### Drive-strength map

Scale bar: 20 µm.
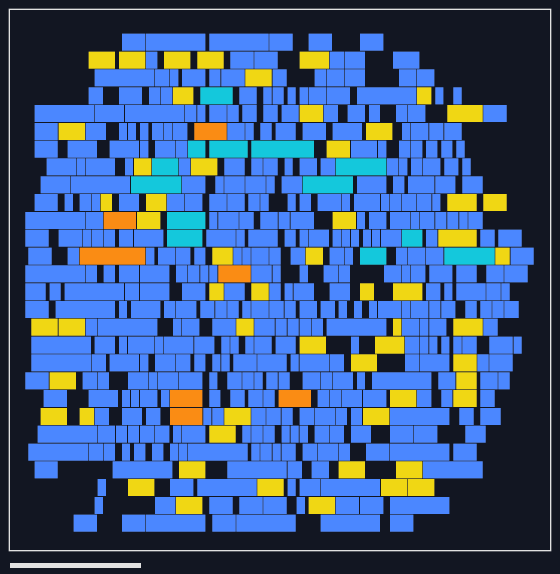
### I/O pins on the die edge

Pins as bars across the die edge, other pins in gray.
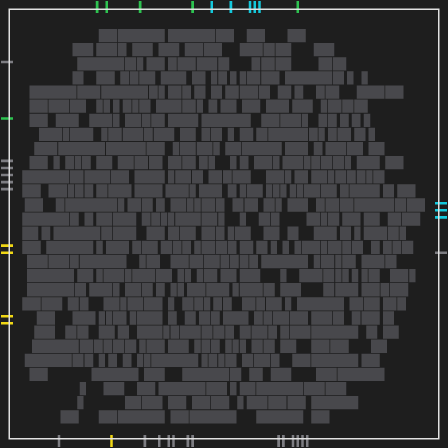
### The clock network

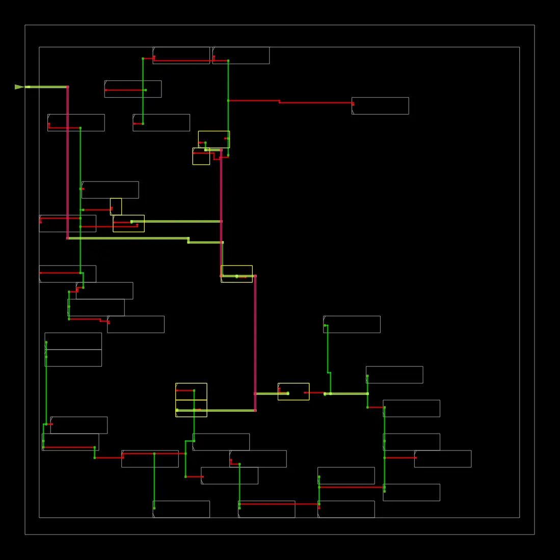
### Clock wires, drivers and flops

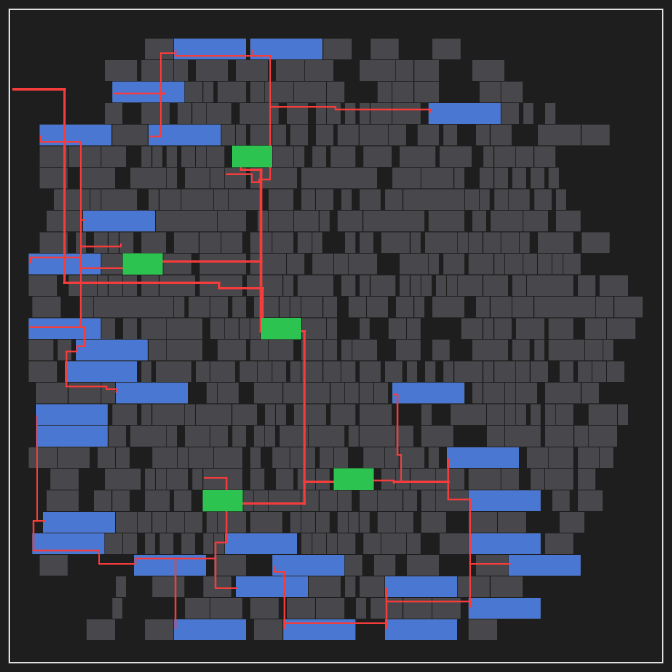
$ cat src/rtl/uart_ascii_pkg.sv
// -----------------------------------------------------------------------------
// uart_ascii_pkg
// Shared definitions for the ASCII UART helpers (TX time formatter and the
// RX command decoder): ASCII character constants, the message-length/index
// sizing and the formatter FSM state encoding.
// No ports (package).
// -----------------------------------------------------------------------------
package uart_ascii_pkg;

    localparam logic [7:0] ASCII_0     = 8'h30;
    localparam logic [7:0] ASCII_COLON = 8'h3A;
    localparam logic [7:0] ASCII_DOT   = 8'h2E;
    localparam logic [7:0] ASCII_CR    = 8'h0D;
    localparam logic [7:0] ASCII_LF    = 8'h0A;

    // Longest message is "HH:MM:SS.CC" + CR LF.
    localparam int MSG_LEN_MAX = 13;
    localparam int IDX_W       = $clog2(MSG_LEN_MAX);

    typedef enum logic [1:0] {
        ST_IDLE = 2'd0,
        ST_SEND = 2'd1,
        ST_DONE = 2'd2
    } state_t;

endpackage

$ cat src/rtl/time_ascii_tx_if.sv
// -----------------------------------------------------------------------------
// time_ascii_tx_if
// Bundles the request/time inputs and the FIFO push outputs of time_ascii_tx.
//   send_req  : single-cycle transmit request
//   hour/min/sec/cs : time snapshot fields (binary)
//   fifo_full : TX FIFO full flag
//   push/wdata: FIFO write strobe and byte
//   busy/done : message in progress / end-of-message pulse
// Modports: slave = formatter side, master = requester/FIFO side.
// -----------------------------------------------------------------------------
interface time_ascii_tx_if;

    logic       send_req;
    logic [4:0] hour;
    logic [5:0] min;
    logic [5:0] sec;
    logic [6:0] cs;
    logic       fifo_full;
    logic       push;
    logic [7:0] wdata;
    logic       busy;
    logic       done;

    modport slave (
        input  send_req, hour, min, sec, cs, fifo_full,
        output push, wdata, busy, done
    );

    modport master (
        output send_req, hour, min, sec, cs, fifo_full,
        input  push, wdata, busy, done
    );

endinterface

$ cat src/rtl/bin2ascii2.sv
// -----------------------------------------------------------------------------
// bin2ascii2
// Combinational conversion of a 7-bit binary value to two ASCII decimal
// digits. Values above 99 saturate to "99".
//   i_val   in  7  binary value
//   o_tens  out 8  ASCII tens digit
//   o_ones  out 8  ASCII ones digit
// -----------------------------------------------------------------------------
module bin2ascii2
    import uart_ascii_pkg::*;
(
    input  logic [6:0] i_val,
    output logic [7:0] o_tens,
    output logic [7:0] o_ones
);

    logic [6:0] w_sat;
    logic [6:0] w_tens;
    logic [6:0] w_ones;

    assign w_sat  = (i_val > 7'd99) ? 7'd99 : i_val;
    assign w_tens = w_sat / 7'd10;
    assign w_ones = w_sat % 7'd10;

    assign o_tens = ASCII_0 + {1'b0, w_tens};
    assign o_ones = ASCII_0 + {1'b0, w_ones};

endmodule

$ cat src/rtl/time_ascii_tx.sv
// -----------------------------------------------------------------------------
// time_ascii_tx
// On a one-cycle request, snapshots hour/min/sec/cs and streams the ASCII
// line "HH:MM:SS.CC" (optionally followed by CR LF) into the UART TX FIFO,
// one byte per cycle whenever the FIFO is not full.
// Parameters:
//   CRLF : 1 appends CR LF (13 bytes), 0 omits them (11 bytes)
//   SEP  : separator between HH/MM and MM/SS
// Ports:
//   clk  in   system clock
//   rst  in   asynchronous active-high reset
//   bus  slave modport of time_ascii_tx_if (request, time, FIFO push side)
// -----------------------------------------------------------------------------
module time_ascii_tx
    import uart_ascii_pkg::*;
#(
    parameter bit         CRLF = 1'b1,
    parameter logic [7:0] SEP  = ASCII_COLON
)
(
    input  logic            clk,
    input  logic            rst,
    time_ascii_tx_if.slave  bus
);

    localparam logic [IDX_W-1:0] LAST_IDX = CRLF ? IDX_W'(12) : IDX_W'(10);

    state_t           r_state;
    state_t           w_next;
    logic [IDX_W-1:0] r_idx;
    logic [4:0]       r_hour;
    logic [5:0]       r_min;
    logic [5:0]       r_sec;
    logic [6:0]       r_cs;

    logic             w_push;
    logic [7:0]       w_char;
    logic [7:0]       w_h1, w_h0, w_m1, w_m0, w_s1, w_s0, w_c1, w_c0;

    bin2ascii2 u_hour (.i_val({2'b00, r_hour}), .o_tens(w_h1), .o_ones(w_h0));
    bin2ascii2 u_min  (.i_val({1'b0, r_min}),   .o_tens(w_m1), .o_ones(w_m0));
    bin2ascii2 u_sec  (.i_val({1'b0, r_sec}),   .o_tens(w_s1), .o_ones(w_s0));
    bin2ascii2 u_cs   (.i_val(r_cs),            .o_tens(w_c1), .o_ones(w_c0));

    // Push is combinational so back-pressure stalls within the same cycle,
    // and an asynchronous reset drops it immediately through r_state.
    assign w_push = (r_state == ST_SEND) && !bus.fifo_full;

    always_ff @(posedge clk or posedge rst) begin
        if (rst) begin
            r_state <= ST_IDLE;
        end else begin
            r_state <= w_next;
        end
    end

    // Snapshot is taken only when leaving IDLE, so requests during a
    // message neither queue nor disturb the bytes being sent.
    always_ff @(posedge clk or posedge rst) begin
        if (rst) begin
            r_idx  <= '0;
            r_hour <= '0;
            r_min  <= '0;
            r_sec  <= '0;
            r_cs   <= '0;
        end else if (r_state == ST_IDLE && bus.send_req) begin
            r_idx  <= '0;
            r_hour <= bus.hour;
            r_min  <= bus.min;
            r_sec  <= bus.sec;
            r_cs   <= bus.cs;
        end else if (w_push) begin
            r_idx  <= r_idx + 1'b1;
        end
    end

    always_comb begin
        w_char = 8'h00;
        case (r_idx)
            4'd0:    w_char = w_h1;
            4'd1:    w_char = w_h0;
            4'd2:    w_char = SEP;
            4'd3:    w_char = w_m1;
            4'd4:    w_char = w_m0;
            4'd5:    w_char = SEP;
            4'd6:    w_char = w_s1;
            4'd7:    w_char = w_s0;
            4'd8:    w_char = ASCII_DOT;
            4'd9:    w_char = w_c1;
            4'd10:   w_char = w_c0;
            4'd11:   w_char = ASCII_CR;
            4'd12:   w_char = ASCII_LF;
            default: w_char = 8'h00;
        endcase
    end

    always_comb begin
        w_next    = r_state;
        bus.push  = w_push;
        bus.wdata = 8'h00;
        bus.busy  = 1'b0;
        bus.done  = 1'b0;
        case (r_state)
            ST_IDLE: begin
                if (bus.send_req) begin
                    w_next = ST_SEND;
                end
            end
            ST_SEND: begin
                bus.busy  = 1'b1;
                bus.wdata = w_char;
                if (w_push && r_idx == LAST_IDX) begin
                    w_next = ST_DONE;
                end
            end
            ST_DONE: begin
                bus.busy = 1'b1;
                bus.done = 1'b1;
                w_next   = ST_IDLE;
            end
            default: begin
                w_next = ST_IDLE;
            end
        endcase
    end

endmodule

$ cat src/flat_wrapper.sv
// flat-port wrapper written by rule: the top's interface ports become plain ports
module time_ascii_tx_flat import uart_ascii_pkg::*;
#(
    parameter bit         CRLF = 1'b1,
    parameter logic [7:0] SEP  = ASCII_COLON
)
  (clk, rst, bus_send_req, bus_hour, bus_min, bus_sec, bus_cs, bus_fifo_full, bus_push, bus_wdata, bus_busy, bus_done);
  time_ascii_tx_if bus_i ();
  input  logic clk;
  input  logic rst;
  input wire logic [$bits(bus_i.send_req)-1:0] bus_send_req;
  input wire logic [$bits(bus_i.hour)-1:0] bus_hour;
  input wire logic [$bits(bus_i.min)-1:0] bus_min;
  input wire logic [$bits(bus_i.sec)-1:0] bus_sec;
  input wire logic [$bits(bus_i.cs)-1:0] bus_cs;
  input wire logic [$bits(bus_i.fifo_full)-1:0] bus_fifo_full;
  output wire logic [$bits(bus_i.push)-1:0] bus_push;
  output wire logic [$bits(bus_i.wdata)-1:0] bus_wdata;
  output wire logic [$bits(bus_i.busy)-1:0] bus_busy;
  output wire logic [$bits(bus_i.done)-1:0] bus_done;
  assign bus_i.send_req = bus_send_req;
  assign bus_i.hour = bus_hour;
  assign bus_i.min = bus_min;
  assign bus_i.sec = bus_sec;
  assign bus_i.cs = bus_cs;
  assign bus_i.fifo_full = bus_fifo_full;
  assign bus_push = bus_i.push;
  assign bus_wdata = bus_i.wdata;
  assign bus_busy = bus_i.busy;
  assign bus_done = bus_i.done;
  time_ascii_tx #(.CRLF(CRLF), .SEP(SEP)) u_core (.clk(clk), .rst(rst), .bus(bus_i));
endmodule
$ cat config.mk
export PLATFORM = sky130hd
export DESIGN_NAME = time_ascii_tx_flat
export DESIGN_NICKNAME = d
export VERILOG_FILES = /design/src/rtl/uart_ascii_pkg.sv /design/src/rtl/time_ascii_tx_if.sv /design/src/rtl/bin2ascii2.sv /design/src/rtl/time_ascii_tx.sv /design/src/flat_wrapper.sv
export SDC_FILE = /design/constraint.sdc
export NUM_CORES = 1
export LEC_CHECK = 0
export CAP_MARGIN = 20
export CORE_MARGIN = 2
export CORE_UTILIZATION = 64
export DETAILED_ROUTE_END_ITERATION = 16
export GPL_ROUTABILITY_DRIVEN = 0
export HOLD_SLACK_MARGIN = 0.05
export PLACE_DENSITY = 0.95
export RECOVER_POWER = 50
export SYNTH_ARGS = -nofsm -noshare
export SYNTH_HDL_FRONTEND = slang
export SYNTH_SLANG_ARGS = --single-unit
$ cat constraint.sdc
create_clock -name clk -period 9.5 [get_ports clk]
set_input_delay 1.9 -clock clk [delete_from_list [all_inputs] [get_ports clk]]
set_output_delay 1.9 -clock clk [all_outputs]
set_load 0.01 [all_outputs]
==> README.md <==
| Quantity | Reported |
|:---|:---|
| Worst Setup Slack, final | 1.39 ns |
| Via count | 3966 |
| Post-Place Setup Slack | 1.81 ns |
| Post-synthesis compound-gate area fraction | 0.341 |
| Finished layout cell area | 4390 µm² |
| Min-Delay Endpoint | u_core.r_sec[0]$_DFFE_PP0P_ |
| Setup crit start kind | register |
| Chip area from the yosys synthesis statistics | 3940 µm² |
| Violations in the final reports | capacitance limit, slew limit |
| Yosys cell count | 483 |
| Placed Instance Area | 4280 µm² |
| Post-synthesis mux area share | 0.0867 |
| Floorplan Core Area | 5920 µm² |
| Global route hottest layer | met2 |
| Post_cts resized | 0 |
| Start point of the worst hold path | u_core.r_sec[0]$_DFFE_PP0P_ |
| Run status | finished, violations left |
| Summed negative setup slack over all endpoints | 0 ns |
| Final nets | 554 |
| Class of the worst hold path | reg -> reg |
| Endpoint of the lowest-slack register-to-register path | u_core.r_idx[3]$_DFFE_PP0P_ |
| Buffers inserted during post-CTS setup optimization | 0 |
| Register share after synthesis | 0.191 |
| Area share, top type | 0.191 |
| Worst-Skew Late Latency | 0.29 ns |
| Fill cell count | 425 |
| DP HPWL | 7570 µm |
| Final worst-path cycle share | 0.854 |
| Max-slew violation count | 31 |
| Cell-by-cell listing of the critical path | nand2_1, and2_1, ha_1, and3_1, o21ai_1, inv_1, ha_1, and2_0, a32o_1, a21oi_1, nand2_1, a21oi_1, xnor2_1, ha_1, nand2_1, o2111a_1, o31ai_4, o211ai_1, or3_1, o211ai_2, clkdlybuf4s50_1 |
| Multi-input gates | 401 |
| Total placed cells including tap cells | 572 |
| Top cells by instance count after synthesis | sky130_fd_sc_hd__nand2_1, sky130_fd_sc_hd__a21oi_1, sky130_fd_sc_hd__dfrtp_1 |
| Number of rows in the core area | 28 |
| Number of max-cap violations | 1 |
| Count of sequential standard cells | 30 |
| Worst setup path category | reg -> out |
| Data arrival time of the critical path | 6.21 ns |
| GR Util met2 | 0.519 |
| Pin count of the biggest net entering global routing | 31 |
| Area added between synthesis and finish | 11.6% |
| Violation count after the first detailed-routing iteration | 392 |
About 'Drive-strength map':
| size | color | cells | most used |
|---|---|---|---|
| _2 cells | yellow | 56 | mux2_2 |
| _3 and _4 cells | cyan | 13 | a31oi_4 |
| _6 and larger | orange | 7 | clkbuf_8 |
| _0 and _1 cells | blue | 430 | nand2_1 |

About 'I/O pins on the die edge':
| port | color | pins | direction | edge |
|---|---|---|---|---|
| bus_wdata | cyan | 8 | output | 5 top, 3 right |
| bus_min | green | 6 | input | 5 top, 1 left |
| bus_hour | yellow | 5 | input | 4 left, 1 bottom |
all pins by edge: 14 bottom, 11 left, 10 top, 4 right

About 'The clock network':
Layout Skew: 0.00567 ns
TritonCTS Buffers: 5
# clk buffers: 6

About 'Clock wires, drivers and flops':
[flip-flops] blue | count: 30
[clock drivers] green | count: 5
[clock wires] red | length: 468 µm
routed clock nets: 6

